`src/rtl/pipelined_multiplier_param.sv`:
```
// Parametrised WIDTH x WIDTH pipelined shift-add multiplier with per-transaction signed mode,
// valid/ready handshake and global stall. Optional accumulate feature enabled by `define MULT_ACC_EN.
module pipelined_multiplier_param #(
  parameter int WIDTH  = 4,
  parameter int STAGES = 4
) (
  input  logic               clk,
  input  logic               rst,
  input  logic               in_valid,
  output logic               in_ready,
  input  logic [WIDTH-1:0]   in_a,
  input  logic [WIDTH-1:0]   in_b,
  input  logic               in_signed,
`ifdef MULT_ACC_EN
  input  logic               in_acc,
`endif
  output logic               out_valid,
  input  logic               out_ready,
  output logic [2*WIDTH-1:0] out_product
);

  localparam int R  = WIDTH / STAGES;
  localparam int PW = 2 * WIDTH;

  // Adds partial-product rows first_row .. first_row+R-1 into the running sum. In signed mode
  // the top row of b carries negative weight, which keeps -2^(WIDTH-1) squared exact.
  function automatic logic [PW-1:0] fold_rows(
    input logic [PW-1:0]    sum_in,
    input logic [WIDTH-1:0] a,
    input logic [WIDTH-1:0] b,
    input logic             sgn,
    input int               first_row
  );
    logic signed [PW-1:0] a_ext;
    logic [WIDTH-1:0]     b_sh;
    logic [PW-1:0]        acc;
    int                   row;
    a_ext = sgn ? {{WIDTH{a[WIDTH-1]}}, a} : {{WIDTH{1'b0}}, a};
    acc   = sum_in;
    for (int r = 0; r < R; r++) begin
      row  = first_row + r;
      b_sh = b >> row;
      if (b_sh[0]) begin
        if (sgn && (row == WIDTH - 1)) acc = acc - (a_ext << row);
        else                           acc = acc + (a_ext << row);
      end
    end
    return acc;
  endfunction

  logic             vld_q [STAGES];
  logic             vld_d [STAGES];
  logic             sgn_q [STAGES];
  logic             sgn_d [STAGES];
  logic [WIDTH-1:0] a_q   [STAGES];
  logic [WIDTH-1:0] a_d   [STAGES];
  logic [WIDTH-1:0] b_q   [STAGES];
  logic [WIDTH-1:0] b_d   [STAGES];
  logic [PW-1:0]    sum_q [STAGES];
  logic [PW-1:0]    sum_d [STAGES];
`ifdef MULT_ACC_EN
  logic             accf_q [STAGES];
  logic             accf_d [STAGES];
  logic [PW-1:0]    accum_q;
  logic [PW-1:0]    accum_d;
`endif

  logic advance;

  assign out_valid = vld_q[STAGES-1];
  assign advance   = !out_valid || out_ready;
  assign in_ready  = advance;

  for (genvar s = 0; s < STAGES; s++) begin : g_stage
    if (s == 0) begin : g_first
      // Stage 1 boundary: capture operands and fold the lowest R rows
      assign vld_d[0] = in_valid;
      assign sgn_d[0] = in_signed;
      assign a_d[0]   = in_a;
      assign b_d[0]   = in_b;
      assign sum_d[0] = fold_rows({PW{1'b0}}, in_a, in_b, in_signed, 0);
`ifdef MULT_ACC_EN
      assign accf_d[0] = in_acc;
`endif
    end else begin : g_next
      // Stage s+1 boundary: fold the next R rows into the sum carried from stage s
      assign vld_d[s] = vld_q[s-1];
      assign sgn_d[s] = sgn_q[s-1];
      assign a_d[s]   = a_q[s-1];
      assign b_d[s]   = b_q[s-1];
      assign sum_d[s] = fold_rows(sum_q[s-1], a_q[s-1], b_q[s-1], sgn_q[s-1], s * R);
`ifdef MULT_ACC_EN
      assign accf_d[s] = accf_q[s-1];
`endif
    end
  end

  always_ff @(posedge clk) begin
    if (rst) begin
      for (int s = 0; s < STAGES; s++) begin
        vld_q[s] <= 1'b0;
        sgn_q[s] <= 1'b0;
        a_q[s]   <= '0;
        b_q[s]   <= '0;
        sum_q[s] <= '0;
`ifdef MULT_ACC_EN
        accf_q[s] <= 1'b0;
`endif
      end
    end else if (advance) begin
      for (int s = 0; s < STAGES; s++) begin
        vld_q[s] <= vld_d[s];
        sgn_q[s] <= sgn_d[s];
        a_q[s]   <= a_d[s];
        b_q[s]   <= b_d[s];
        sum_q[s] <= sum_d[s];
`ifdef MULT_ACC_EN
        accf_q[s] <= accf_d[s];
`endif
      end
    end
  end

`ifdef MULT_ACC_EN
  // Output boundary: optional accumulate; accumulator follows each delivered result
  assign out_product = accf_q[STAGES-1] ? (accum_q + sum_q[STAGES-1]) : sum_q[STAGES-1];
  assign accum_d     = (out_valid && out_ready) ? out_product : accum_q;

  always_ff @(posedge clk) begin
    if (rst) accum_q <= '0;
    else     accum_q <= accum_d;
  end
`else
  // Output boundary: bare product from the last stage
  assign out_product = sum_q[STAGES-1];
`endif

endmodule

```
`config.mk`:
```
export PLATFORM = sky130hd
export DESIGN_NAME = pipelined_multiplier_param
export DESIGN_NICKNAME = d
export VERILOG_FILES = /design/src/rtl/pipelined_multiplier_param.sv
export SDC_FILE = /design/constraint.sdc
export NUM_CORES = 1
export LEC_CHECK = 0
export ABC_CLOCK_PERIOD_IN_PS = 3600
export CAP_MARGIN = 5
export CORE_UTILIZATION = 60
export DETAILED_ROUTE_END_ITERATION = 16
export PLACE_DENSITY = 0.82
export SYNTH_ARGS = -nofsm -noshare
export SYNTH_HDL_FRONTEND = slang
export SYNTH_SLANG_ARGS = --single-unit
```
`constraint.sdc`:
```
create_clock -name clk -period 3.6 [get_ports clk]
set_clock_uncertainty 0.2 [all_clocks]
set_input_delay 0.72 -clock clk [delete_from_list [all_inputs] [get_ports clk]]
set_output_delay 0.72 -clock clk [all_outputs]
set_load 0.005 [all_outputs]
```
m1.png
Bar = 20 µm. Supply wires on this layer in grey.
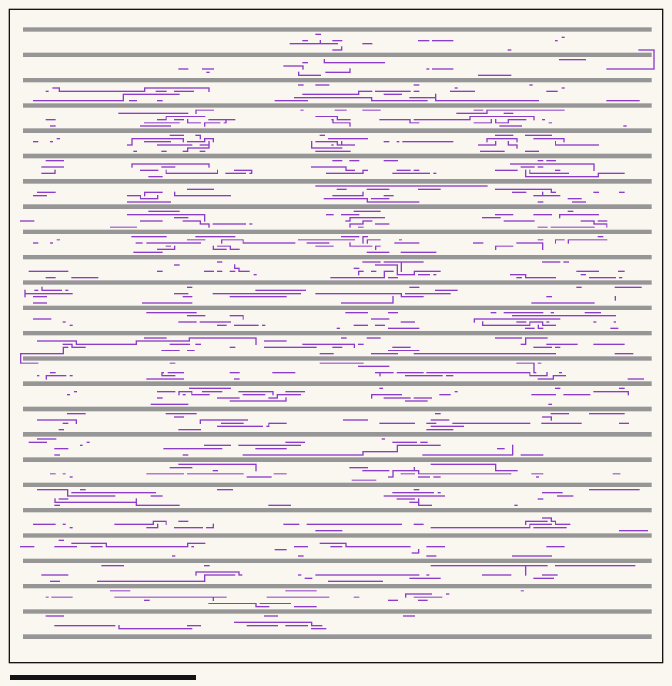
share of all routed wire: 42%
nets with wire on the layer: 256
longest straight run: 18.4 µm
wire length on this layer: 1540 µm

m2.png
Cells faint in the background.
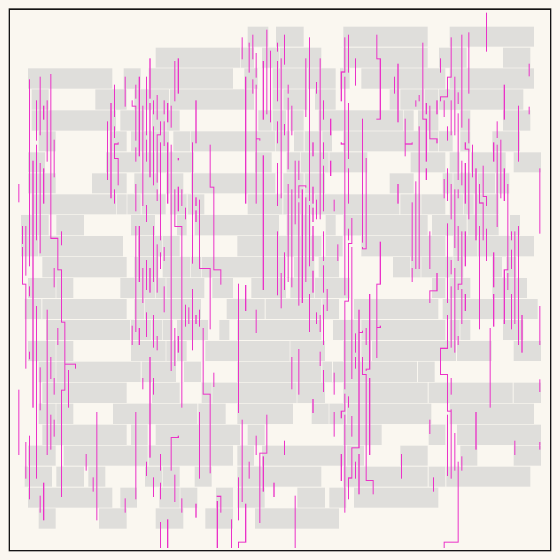
longest straight run: 32.0 µm
wire length on this layer: 1990 µm

m3.png
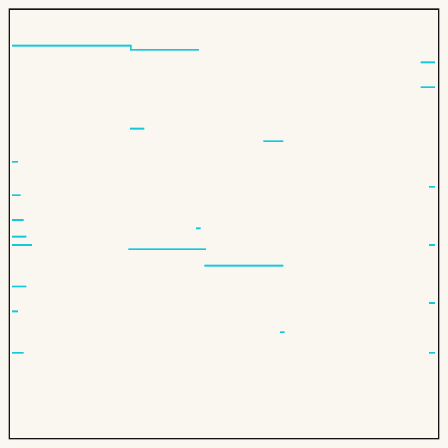
wire length on this layer: 81.2 µm
nets with wire on the layer: 16
main direction: horizontal

class_map.png
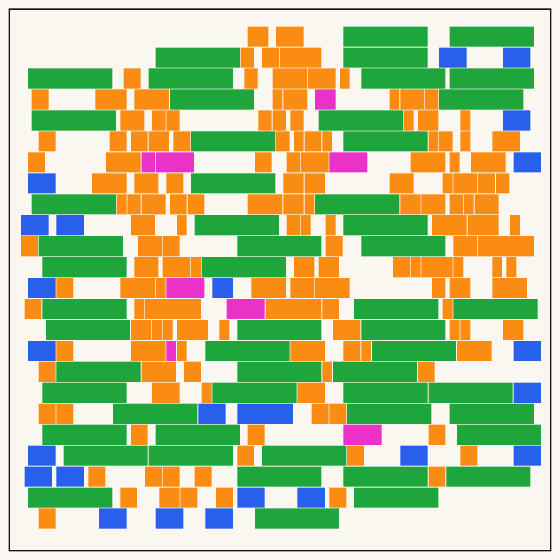
legend:
  remaining buffers and delay cells:
    colour: blue
    cells: 24
  registers:
    colour: green
    cells: 54
  clock drivers and dummy loads:
    colour: magenta
    cells: 8
  remaining logic cells:
    colour: orange
    cells: 156

congestion_map.png
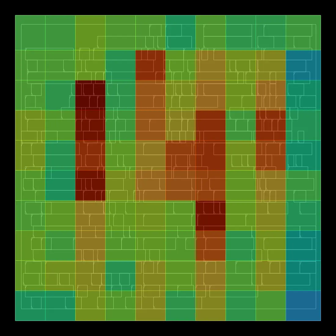
drt wl/cell: 12.5 µm
met3 layer usage reported by global route: 3.46%

==> run summary <==
Notes on the physical design

The number of sinks driven by the clock tree is 54. Clock tree synthesis selected as its root buffer the cell sky130_fd_sc_hd__clkbuf_8. The tally of buffers added on design ports is 22. The part of the total power dissipated in the clock network is 26.4%.

For reference, the critical path cell chain is clkdlybuf4s50_1, nand2b_1, clkdlybuf4s50_1. The dominant delay contributor by cell family on the critical path is buffers and inverters. The flow ran to the end, and the final reports show no timing, DRC or antenna violations. The timing report shows the most common cell along the critical path to be sky130_fd_sc_hd__clkdlybuf4s50_1. Of the available clock period, the critical path in the final layout requires 76.9%. Of all flip-flops after synthesis, the portion carrying an async set or reset was 0%. The worst register-to-register path begins at a_q[0][8]. The largest registers in the layout are sum_q: 29 flops, a_q: 12 flops, b_q: 6 flops. The share of the synthesized area in the top cell type is 58.3%.

The most instantiated flip-flop cell in the synthesis netlist is sky130_fd_sc_hd__edfxtp_1. Per the skew report, the later register of the worst-skew pair sees a clock latency of 0.31 ns. Setup repair after global routing left no endpoint under its margin. After synthesis, the cell types taking the most area are sky130_fd_sc_hd__edfxtp_1 58%, sky130_fd_sc_hd__and2_1 7.2%, sky130_fd_sc_hd__ha_1 6.7%. The power share of the combinational group is 12.1%. The number of synthesis warnings is 0.

The critical path in this run is classified as in -> out. The maximum buffer depth of the clock tree is 2. The beginning of the worst hold path is vld_q[0][2]. The count of warning messages emitted by the tools is 26.
==> per-layer routing <==
layer / part of all wire, % / up-vias / global-route usage [%]
met5: 0 / - / 0
met4: 2.2 / 0 / 9.33
met3: 2.2 / 7 / 3.46
met2: 54 / 21 / 33.5
met1: 42 / 760 / 17.0
li1: - / 814 / -
==> power by group through the flow <==
stage / registers, µW / clock network (µW) / logic [µW]
after global placement: 757 / 0 / 142
after floorplan: 750 / 0 / 108
after detailed placement: 758 / 0 / 148
final: 743 / 319 / 147
after global routing: 748 / 344 / 165
after CTS: 744 / 325 / 149
==> logic make-up after synthesis <==
family / after synthesis / synth area share [%]
AOI/OAI and AO/OA: 30 / 7.15
xor gates and xnor gates: 10 / 3.15
adders and majority gates: 18 / 8.90
buffers and inverters: 21 / 3.10
DFF: 54 / 58.3
muxes: 12 / 4.50
and+or+nand+nor: 74 / 14.9
==> per-stage QoR <==
| step | total power (µW) | setup slack (ns) | cell area [µm²] |
|---|---|---|---|
| global placement | 899 | 0.867 | 3050 |
| CTS | 1220 | 0.823 | 3140 |
| detailed placement | 906 | 0.823 | 3050 |
| finish | 1210 | 0.833 | 3140 |
| floorplan | 858 | 1.09 | 2780 |
| global route | 1260 | 0.749 | 3140 |
==> cell type report <==
cell class              instances  area [µm²]  share of cell area (%)
clock buffers                   5        68.8                    2.19
well taps                      52        65.1                    2.07
clock inverters                 3        16.3                   0.518
repair buffers                 24         248                    7.89
multi-input cells             144        1070                    34.2
flip-flops and latches         54        1620                    51.7
inverters                      12        45.0                    1.43
==> worst paths after layout <==
kind / slack [ns] / depth (start not counted) / endpoint
hold / removal: 0.32 / 1 / vld_q[0][3]
setup / recovery: 0.83 / 3 / in_ready
setup reg to reg: 0.94 / 9 / sum_q[3][7]
hold reg to reg: 0.32 / 1 / vld_q[0][3]
No activity file was given, so power comes from the tool's default toggle rates.
